$ cat src/rtl/mxv_sequencer_if.sv
// mxv_sequencer_if
//   Connects the matrix-vector sequencer to the receive FIFO and to the result
//   consumer (UART transmit path).
//   master : the sequencer (drives fifo_pop and the result_* outputs)
//   slave  : the environment (drives the FIFO status/data and result_ready)
//   Signals:
//     fifo_empty   receive FIFO empty
//     fifo_data    FIFO head, valid the cycle after fifo_pop
//     fifo_pop     pop request, one cycle per element
//     result_valid row result available
//     result_ready downstream accepts the result
//     result_data  row dot product, unsigned
//     result_row   row index of result_data
interface mxv_sequencer_if #(
  parameter int WORD_LENGTH = 8,
  parameter int ACC_LENGTH  = 19
);
  logic                   fifo_empty;
  logic [WORD_LENGTH-1:0] fifo_data;
  logic                   fifo_pop;
  logic                   result_valid;
  logic                   result_ready;
  logic [ACC_LENGTH-1:0]  result_data;
  logic [WORD_LENGTH-1:0] result_row;

  modport master (
    input  fifo_empty, fifo_data, result_ready,
    output fifo_pop, result_valid, result_data, result_row
  );

  modport slave (
    output fifo_empty, fifo_data, result_ready,
    input  fifo_pop, result_valid, result_data, result_row
  );
endinterface

$ cat src/rtl/mxv_sequencer.sv
// mxv_sequencer
//   Sequences an N x N matrix-vector multiply. On start the matrix is popped
//   row-major from the receive FIFO and each element is multiplied with the
//   latched vector element of its column and accumulated. Each row sum is
//   offered on a valid/ready port. This block is the only driver of fifo_pop.
//   Ports:
//     clk           system clock, rising edge
//     reset         asynchronous, active-low
//     start         1-cycle pulse, accepted only in IDLE
//     abort         synchronous cancel of the current command
//     matrix_length N, sampled with start
//     vector        element i at [i*WORD_LENGTH +: WORD_LENGTH], sampled with start
//     bus           FIFO pop side and result handshake (master modport)
//     busy          high in every state except IDLE
//     done          1-cycle pulse after the last row is accepted
//     error         sticky illegal-N flag, cleared by the next accepted start
module mxv_sequencer #(
  parameter int WORD_LENGTH = 8,
  parameter int MAX_N       = 8,
  parameter int ACC_LENGTH  = 2*WORD_LENGTH + $clog2(MAX_N)
) (
  input  logic                         clk,
  input  logic                         reset,
  input  logic                         start,
  input  logic                         abort,
  input  logic [WORD_LENGTH-1:0]       matrix_length,
  input  logic [MAX_N*WORD_LENGTH-1:0] vector,
  mxv_sequencer_if.master              bus,
  output logic                         busy,
  output logic                         done,
  output logic                         error
);

  localparam int CNT_W = (MAX_N > 1) ? $clog2(MAX_N) : 1;
  localparam logic [WORD_LENGTH-1:0] MAX_N_W = WORD_LENGTH'(MAX_N);

  typedef enum logic [2:0] {IDLE, CHECK, POP, MAC, EMIT, DONE, ERR} state_t;

  state_t                       state;
  logic [WORD_LENGTH-1:0]       n_q;
  logic [MAX_N*WORD_LENGTH-1:0] vector_q;
  logic [CNT_W-1:0]             row_q;
  logic [CNT_W-1:0]             col_q;
  logic [ACC_LENGTH-1:0]        acc_q;

  logic [WORD_LENGTH-1:0]       n_last;
  logic [WORD_LENGTH-1:0]       vec_elem;
  logic [ACC_LENGTH-1:0]        acc_next;
  logic                         col_last;
  logic                         row_last;

  // Unsigned element product, zero-extended to the accumulator width.
  function automatic logic [ACC_LENGTH-1:0] mac_product(
    input logic [WORD_LENGTH-1:0] a,
    input logic [WORD_LENGTH-1:0] b
  );
    logic [2*WORD_LENGTH-1:0] p;
    p = {{WORD_LENGTH{1'b0}}, a} * {{WORD_LENGTH{1'b0}}, b};
    return ACC_LENGTH'(p);
  endfunction

  always_comb begin
    n_last   = n_q - WORD_LENGTH'(1);
    vec_elem = vector_q[int'(col_q)*WORD_LENGTH +: WORD_LENGTH];
    acc_next = acc_q + mac_product(bus.fifo_data, vec_elem);
    col_last = (WORD_LENGTH'(col_q) == n_last);
    row_last = (WORD_LENGTH'(row_q) == n_last);
  end

  // Pop is combinational so the element arrives in the following MAC cycle;
  // an abort in the same cycle suppresses it so no element is consumed for a
  // command that is being cancelled.
  assign bus.fifo_pop = (state == POP) && !bus.fifo_empty && !abort;

  always_ff @(posedge clk or negedge reset) begin
    if (!reset) begin
      state            <= IDLE;
      n_q              <= '0;
      vector_q         <= '0;
      row_q            <= '0;
      col_q            <= '0;
      acc_q            <= '0;
      bus.result_valid <= 1'b0;
      bus.result_data  <= '0;
      bus.result_row   <= '0;
      busy             <= 1'b0;
      done             <= 1'b0;
      error            <= 1'b0;
    end else if (abort && state != IDLE) begin
      // Abort beats every other transition, including a result handshake.
      state            <= IDLE;
      bus.result_valid <= 1'b0;
      bus.result_data  <= '0;
      bus.result_row   <= '0;
      busy             <= 1'b0;
      done             <= 1'b0;
    end else begin
      case (state)
        IDLE: begin
          if (start) begin
            n_q      <= matrix_length;
            vector_q <= vector;
            error    <= 1'b0;
            busy     <= 1'b1;
            state    <= CHECK;
          end
        end
        CHECK: begin
          if (n_q == '0 || n_q > MAX_N_W) begin
            state <= ERR;
          end else begin
            row_q <= '0;
            col_q <= '0;
            acc_q <= '0;
            state <= POP;
          end
        end
        POP: begin
          if (!bus.fifo_empty) state <= MAC;
        end
        MAC: begin
          acc_q <= acc_next;
          if (col_last) begin
            // Load the result registers directly from the final sum so the
            // row is presented on the very first EMIT cycle.
            bus.result_valid <= 1'b1;
            bus.result_data  <= acc_next;
            bus.result_row   <= WORD_LENGTH'(row_q);
            state            <= EMIT;
          end else begin
            col_q <= col_q + CNT_W'(1);
            state <= POP;
          end
        end
        EMIT: begin
          if (bus.result_ready) begin
            bus.result_valid <= 1'b0;
            if (row_last) begin
              done  <= 1'b1;
              state <= DONE;
            end else begin
              row_q <= row_q + CNT_W'(1);
              col_q <= '0;
              acc_q <= '0;
              state <= POP;
            end
          end
        end
        DONE: begin
          done  <= 1'b0;
          busy  <= 1'b0;
          state <= IDLE;
        end
        ERR: begin
          error <= 1'b1;
          busy  <= 1'b0;
          state <= IDLE;
        end
        default: begin
          busy  <= 1'b0;
          state <= IDLE;
        end
      endcase
    end
  end

endmodule

$ cat src/flat_wrapper.sv
// flat-port wrapper written by rule: the top's interface ports become plain ports
module mxv_sequencer_flat 
#(
  parameter int WORD_LENGTH = 8,
  parameter int MAX_N       = 8,
  parameter int ACC_LENGTH  = 2*WORD_LENGTH + $clog2(MAX_N)
)
  (clk, reset, start, abort, matrix_length, vector, busy, done, error, bus_fifo_empty, bus_fifo_data, bus_result_ready, bus_fifo_pop, bus_result_valid, bus_result_data, bus_result_row);
  mxv_sequencer_if #(.WORD_LENGTH(WORD_LENGTH), .ACC_LENGTH(ACC_LENGTH)) bus_i ();
  input  logic clk;
  input  logic reset;
  input  logic start;
  input  logic abort;
  input  logic [WORD_LENGTH-1:0] matrix_length;
  input  logic [MAX_N*WORD_LENGTH-1:0] vector;
  output logic busy;
  output logic done;
  output logic error;
  input wire logic [$bits(bus_i.fifo_empty)-1:0] bus_fifo_empty;
  input wire logic [$bits(bus_i.fifo_data)-1:0] bus_fifo_data;
  input wire logic [$bits(bus_i.result_ready)-1:0] bus_result_ready;
  output wire logic [$bits(bus_i.fifo_pop)-1:0] bus_fifo_pop;
  output wire logic [$bits(bus_i.result_valid)-1:0] bus_result_valid;
  output wire logic [$bits(bus_i.result_data)-1:0] bus_result_data;
  output wire logic [$bits(bus_i.result_row)-1:0] bus_result_row;
  assign bus_i.fifo_empty = bus_fifo_empty;
  assign bus_i.fifo_data = bus_fifo_data;
  assign bus_i.result_ready = bus_result_ready;
  assign bus_fifo_pop = bus_i.fifo_pop;
  assign bus_result_valid = bus_i.result_valid;
  assign bus_result_data = bus_i.result_data;
  assign bus_result_row = bus_i.result_row;
  mxv_sequencer #(.WORD_LENGTH(WORD_LENGTH), .MAX_N(MAX_N), .ACC_LENGTH(ACC_LENGTH)) u_core (.clk(clk), .reset(reset), .start(start), .abort(abort), .matrix_length(matrix_length), .vector(vector), .bus(bus_i), .busy(busy), .done(done), .error(error));
endmodule
$ cat config.mk
export PLATFORM = sky130hd
export DESIGN_NAME = mxv_sequencer_flat
export DESIGN_NICKNAME = d
export VERILOG_FILES = /design/src/rtl/mxv_sequencer_if.sv /design/src/rtl/mxv_sequencer.sv /design/src/flat_wrapper.sv
export SDC_FILE = /design/constraint.sdc
export NUM_CORES = 1
export LEC_CHECK = 0
export ABC_AREA = 1
export CAP_MARGIN = 15
export CORE_UTILIZATION = 50
export DETAILED_ROUTE_END_ITERATION = 12
export DONT_BUFFER_PORTS = 1
export MAX_ROUTING_LAYER = met4
export PLACE_DENSITY = 0.62
export SLEW_MARGIN = 20
export SYNTH_ARGS = -nofsm -noshare
export SYNTH_HDL_FRONTEND = slang
export SYNTH_SLANG_ARGS = --single-unit
export TNS_END_PERCENT = 1
$ cat constraint.sdc
create_clock -name clk -period 8.4 [get_ports clk]
set_input_delay 0.84 -clock clk [delete_from_list [all_inputs] [get_ports clk]]
set_output_delay 0.84 -clock clk [all_outputs]
set_load 0.005 [all_outputs]
Figure 1. Track usage over the die (run 1).
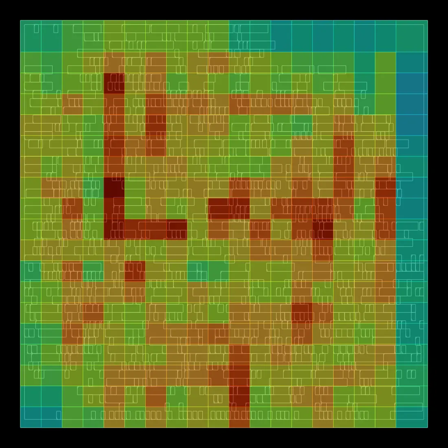
fin util: 0.5535
routed len/inst: 15.69 um
GRT busiest layer: met2
GR Util All Layers: 0.2564

Figure 2. Cell classes on the final placement (run 1).
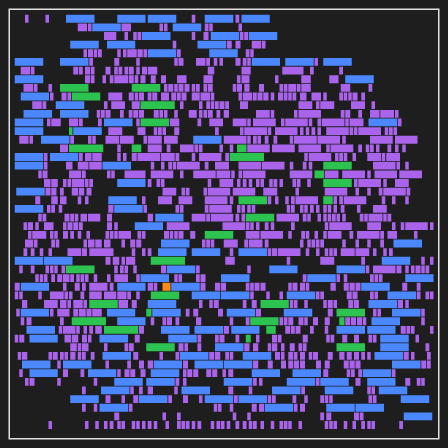
Blue shows flip-flops, cells 126. Orange shows other buffers and delay cells, cells 1. Purple shows all other logic, cells 954. Green shows clock drivers and dummy loads, cells 32.
Cell Rows: 48
design area: 0.009540 sq mm
Seq/total area: 0.3305
core area: 0.01724 sq mm

Figure 3. Cell area per tile (run 1).
13 x 13 tiles, from black (low) to pale yellow (high), 0 to 100% covered.
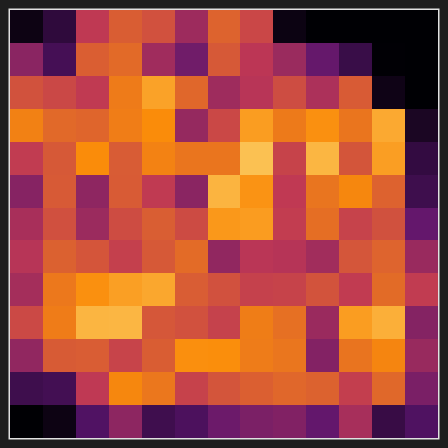
The mean over all tiles is 51%. The emptiest ninth of the die: upper right. 13% of the tiles are over 75% full. 4.7% of the tiles are nearly empty. The fullest tile reaches 87%.

==> summary.txt, run 1 <==
yosys + openroad results -> run status=finished, final reports clean, Residual DRC=0, clk sink count=126, Registers, synthesis=126, R2R setup slack=1.98 ns, Post-Route WL=20990 um, Commonest Layout Cell=nand2_1, FF+latch area=0.003153 sq mm, Final non-clock buffer share=0.0007869, CP Max Fanout=37, Placed Area=0.008872 sq mm, largest net degree at the start of global routing=127, Critical Path Sink Type=register, Largest regs=u_core.vector_q: 64 flops, u_core.acc_q: 19 flops, u_core.bus.result_data: 19 flops, top cells by area=dfrtp_1 (36%), nand2_1 (14%), fa_1 (11%), RSZ-0062 raised after global routing=no, DR WL met3=1354 um, max_slew headroom=0.3060, root buffer cell=clkbuf_16, share of post-route cells with drive strength above 1=0.07637, die y size=134.7 um, met2 wire length=9373 um, Die ar.=0.01813 sq mm, vias in the first global route=6532, crit path launch type=register, top cells by count, synth=nand2_1 (330), inv_1 (181), dfrtp_1 (126), o21ai_0 (78), nor2_1 (69), Largest cell class=multi-input combinational cells, Synth top area share=0.3583, clock buffers=18, H-tree Lvls=4, first-pass GRT wire length=34110 um, Flops=126, Setup Buffers After CTS=0, Remaining Overflow, GRT=0, port bufs=0, fraction of area in multi-input gates=0.4940, Syn Inst Count=1115, syn_area_per_cell=7.892 sq um, GP Congestion=0.9192, Async S/R FF share, synth=1.000, reg-to-reg endpoint=u_core.acc_q[13], Worst Skew=0.007608 ns, Antenna Cells=0, Critical Path RT=8.69 ns, Setup CP Type=register to register, EDFF count, synth=0, chip area in the Yosys report=0.008800 sq mm, final std cells w/o fill=1338, Die W=134.7 um, count of final hold-check violations=0, Comb area=0.004713 sq mm, post-route setup slack=1.984 ns, fp util=0.5105, Seq share, synth=0.3583, wl on met1=10010 um, worst slack, placed=2.001 ns, leading cell type by number of instances after synthesis=nand2_1, initial antenna violation count=0, CTS tree=done, Tightest Hold Check Type=primary input to asynchronous set/reset pin, Worst Tran Pin Value=1.041 ns, final setup violation count=0, met2 usage=0.3760, CTS Hold Buffers Added=0, met1 GRT Util=0.3605, Tool Warnings=31, cts repair resizes=0, Fin Hold WS=0.1219 ns, depth of the worst register-to-register path=20, P&R area growth vs syn=8.417%, Top cells excl fill/tap=nand2_1 (330), inv_1 (180), dfrtp_1 (126), Post-DP HPWL=15750 um, uppermost layer routed=met4
## run 1: worst max-delay path, stage by stage (launching register included)
cell and delay, ns:
dfrtp_1 1.03, inv_1 0.67, a21oi_1 0.27, o21ai_0 0.13, nand3_1 0.11, nand2_1 0.19
nor2_1 0.22, fa_1 0.47, fa_1 0.56, inv_1 0.06, fa_1 0.50, fa_1 0.56
inv_1 0.04, ha_1 0.35, nand2_1 0.11, nor2_1 0.25, nand3_1 0.15, nand3_1 0.14
xnor2_1 0.21, nor2_1 0.07, o21bai_4 0.17
## run 1: kinds of logic after synthesis
kind of cell / synth area share
AND/OR/NAND/NOR: 0.2372
buffers and inverters: 0.1078
AND-OR/OR-AND: 0.1018
flip-flops: 0.3583
adder cells (fa/ha/maj): 0.1777
XOR/XNOR: 0.01678
other: 0.0004262
Figure 4. Cell sizes after repair (run 1).
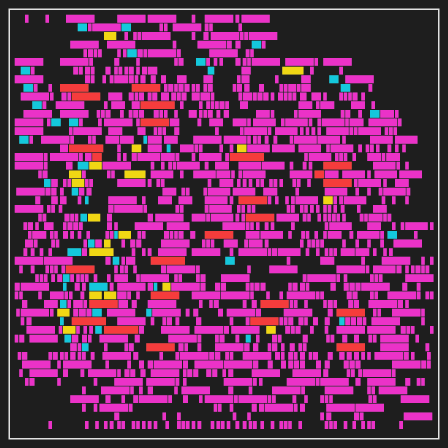

--- run 2 (diff from run 1) ---
--- a/config.mk
+++ b/config.mk
@@ -11,7 +11,7 @@
 export DETAILED_ROUTE_END_ITERATION = 12
 export DONT_BUFFER_PORTS = 1
 export MAX_ROUTING_LAYER = met4
-export PLACE_DENSITY = 0.62
+export PLACE_DENSITY = 0.65
 export SLEW_MARGIN = 20
 export SYNTH_ARGS = -nofsm -noshare
 export SYNTH_HDL_FRONTEND = slang
==> constraint.sdc (replaced) <==
create_clock -name clk -period 5.17 [get_ports clk]
set_input_delay 0.517 -clock clk [delete_from_list [all_inputs] [get_ports clk]]
set_output_delay 0.517 -clock clk [all_outputs]
set_load 0.005 [all_outputs]
Figure 5. Cell sizes after repair (run 2).
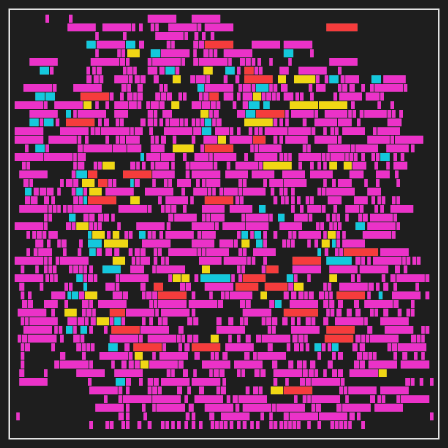
Yellow shows drive 3 to 4, cells 43, share 3.8%. Cyan shows drive 2, cells 59, share 5.2%. Red shows drive 6 and up, cells 32, share 2.8%. Magenta shows drive 1 or less, cells 1002, share 88%.
design area: 0.009831 sq mm
P&R area growth vs syn: 11.72%
post-route setup slack: 0.2259 ns
Buffers excl. clock: 24

Figure 6. Cell classes on the final placement (run 2).
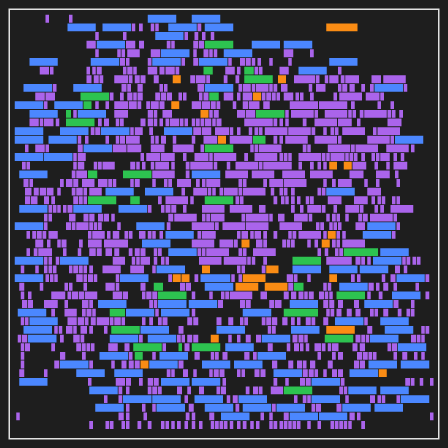
Orange shows other buffers and delay cells, cells 24. Purple shows all other logic, cells 954. Green shows clock drivers and dummy loads, cells 32. Blue shows flip-flops, cells 126.
Seq/total area: 0.3209
fin util: 0.5703

==> summary.txt, run 2 <==
yosys + openroad results -> Residual DRC=0 (unchanged), XOR Share, Synth=0.01678 (unchanged), CTS tree=done, root buffer cell=clkbuf_16, clk sink count=126 (unchanged), Remaining Overflow, GRT=0 (unchanged), CTS Hold Buffers Added=1 (+1), die y size=134.7 um (unchanged), Flops=126 (unchanged), Syn Inst Count=1115 (unchanged), Synth top area share=0.3583 (unchanged), Critical Path RT=5.47 ns (-3.22 ns), Top cells excl fill/tap=nand2_1 (325), inv_1 (177), dfrtp_1 (125), CP Max Fanout=16 (-57%), Largest delay share family, worst path=adder cells, ys flop type=dfrtp_1, GRT busiest layer=met2, Initial DRC Count=513, Setup CP Type=register to register, top cells by count, synth=nand2_1 (330), inv_1 (181), dfrtp_1 (126), o21ai_0 (78), nor2_1 (69), Slowest-stage cell, CP=fa_1, largest net degree at the start of global routing=127 (unchanged), uppermost layer routed=met4, final setup violation count=0 (unchanged), Buf/Inv on CP=3 (unchanged), Largest regs=u_core.vector_q: 64 flops, u_core.acc_q: 19 flops, u_core.bus.result_data: 19 flops, max-cap violations=0, Final non-clock buffer share=0.02635 (+0.02556), Placed Area=0.009052 sq mm (+2.0%), final std cells w/o fill=1361 (+1.7%), clock buffers=19 (+1), H-tree Lvls=4 (unchanged), Cell Rows=48 (unchanged), leading cell type by number of instances after synthesis=nand2_1, top cells by area=dfrtp_1 (36%), nand2_1 (14%), fa_1 (11%), Post-Route WL=21560 um (+2.7%), DR WL met3=1444 um (+6.6%), initial antenna violation count=0 (unchanged), Async S/R FF share, synth=1.000 (unchanged), Seq share, synth=0.3583 (unchanged), port bufs=0 (unchanged), max_slew headroom=0.4819 (+0.1759), Num CTS Buffers=17, share of post-route cells with drive strength above 1=0.1180 (+0.04159), worst slack, placed=0.05312 ns (-1.948 ns), Tapcell Cnt=225, FF+latch area=0.003154 sq mm (about the same), fp util=0.5105 (unchanged), critical-path cell list=buf_6 -> o21ai_0 -> nand3_1 -> nand2_2 -> nor2_1 -> fa_1 -> fa_1 -> fa_1 -> inv_1 -> fa_1 -> inv_1 -> ha_1 -> a21oi_1 -> nor2_1 -> nor2_1 -> nand3_1 -> xnor2_1 -> nor2_1 -> o21bai_4, Registers, synthesis=126 (unchanged), Largest cell class=multi-input combinational cells, failing checks=hold timing, wl on met1=10050 um (+0.36%), Worst Tran Pin Value=0.7744 ns (-0.2666 ns), Filler Cells Inserted=1613, GP Congestion=0.9072 (-1.3%), Commonest Layout Cell=nand2_1, RSZ-0062 raised after global routing=yes, core area=0.01724 sq mm (unchanged), clk buf depth=2, EDFF count, synth=0 (unchanged), Setup Buffers After CTS=0 (unchanged), fraction of area in multi-input gates=0.4904 (-0.003642), met2 wire length=9737 um (+3.9%), clk tree area frac=0.06058, Worst Skew=0.01038 ns (+0.002770 ns), Mux area share=0 (unchanged), crit path launch type=register, Fin Hold WS=-0.02939 ns (-0.1513 ns), Tightest Hold Check Type=primary input to asynchronous set/reset pin, Die ar.=0.01813 sq mm (unchanged), cts repair resizes=0 (unchanged), Antenna Cells=0 (unchanged), first-pass GRT wire length=35020 um (+2.7%), Die W=134.7 um (unchanged), syn_area_per_cell=7.892 sq um (unchanged), Post-DP HPWL=16040 um (+1.8%), count of final hold-check violations=7 (+7), AO/OA Area Share=0.1018 (unchanged), comb area leader=simple AND/OR/NAND/NOR gates, final worst path period share=0.9563, adder share=0.1777 (unchanged), Comb area=0.004821 sq mm (+2.3%), Critical Path Max Stage Delay=0.55 ns (-0.48 ns), post-synthesis simple-gate area fraction=0.2372 (unchanged), fmax=202.3 MHz, Tool Warnings=30 (-3.2%), chip area in the Yosys report=0.008800 sq mm (unchanged), Top reg by flops=u_core.vector_q, Critical Path Sink Type=register, run status=finished, violations left, vias in the first global route=6806 (+4.2%)
Figure 7. Track usage over the die (run 2).
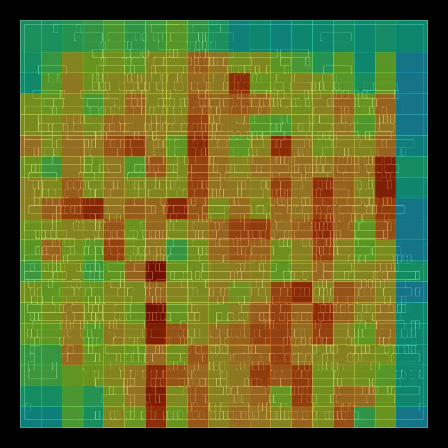
GR Util All Layers: 0.2623
met2 usage: 0.3866
routed len/inst: 15.84 um
grt met3 use: 0.05255
met1 GRT Util: 0.3688

==> run 2: netlist changes by cell type in the layout (fill, tap and decap cells not counted), sizes merged <==
cell,before,now
buf,1,23
bufinv,6,2
clkbuf,18,20
clkinv,7,4
clkinvlp,0,2
inv,190,194
==> run 2: final timing paths <==
| check | depth (start not counted) | to | startpoint | slack [ns] |
|---|---|---|---|---|
| min in group clk | 2 | u_core.vector_q[28] | vector[28] | 0.20 |
| hold / removal | 1 | u_core.acc_q[5] | reset | -0.03 |
| setup / recovery | 19 | u_core.acc_q[13] | u_core.col_q[0] | 0.23 |
| hold reg to reg | 2 | u_core.vector_q[5] | u_core.vector_q[5] | 0.47 |
| max in group asynchronous | 1 | u_core.acc_q[2] | reset | 4.55 |
| setup reg to reg | 19 | u_core.acc_q[13] | u_core.col_q[0] | 0.23 |
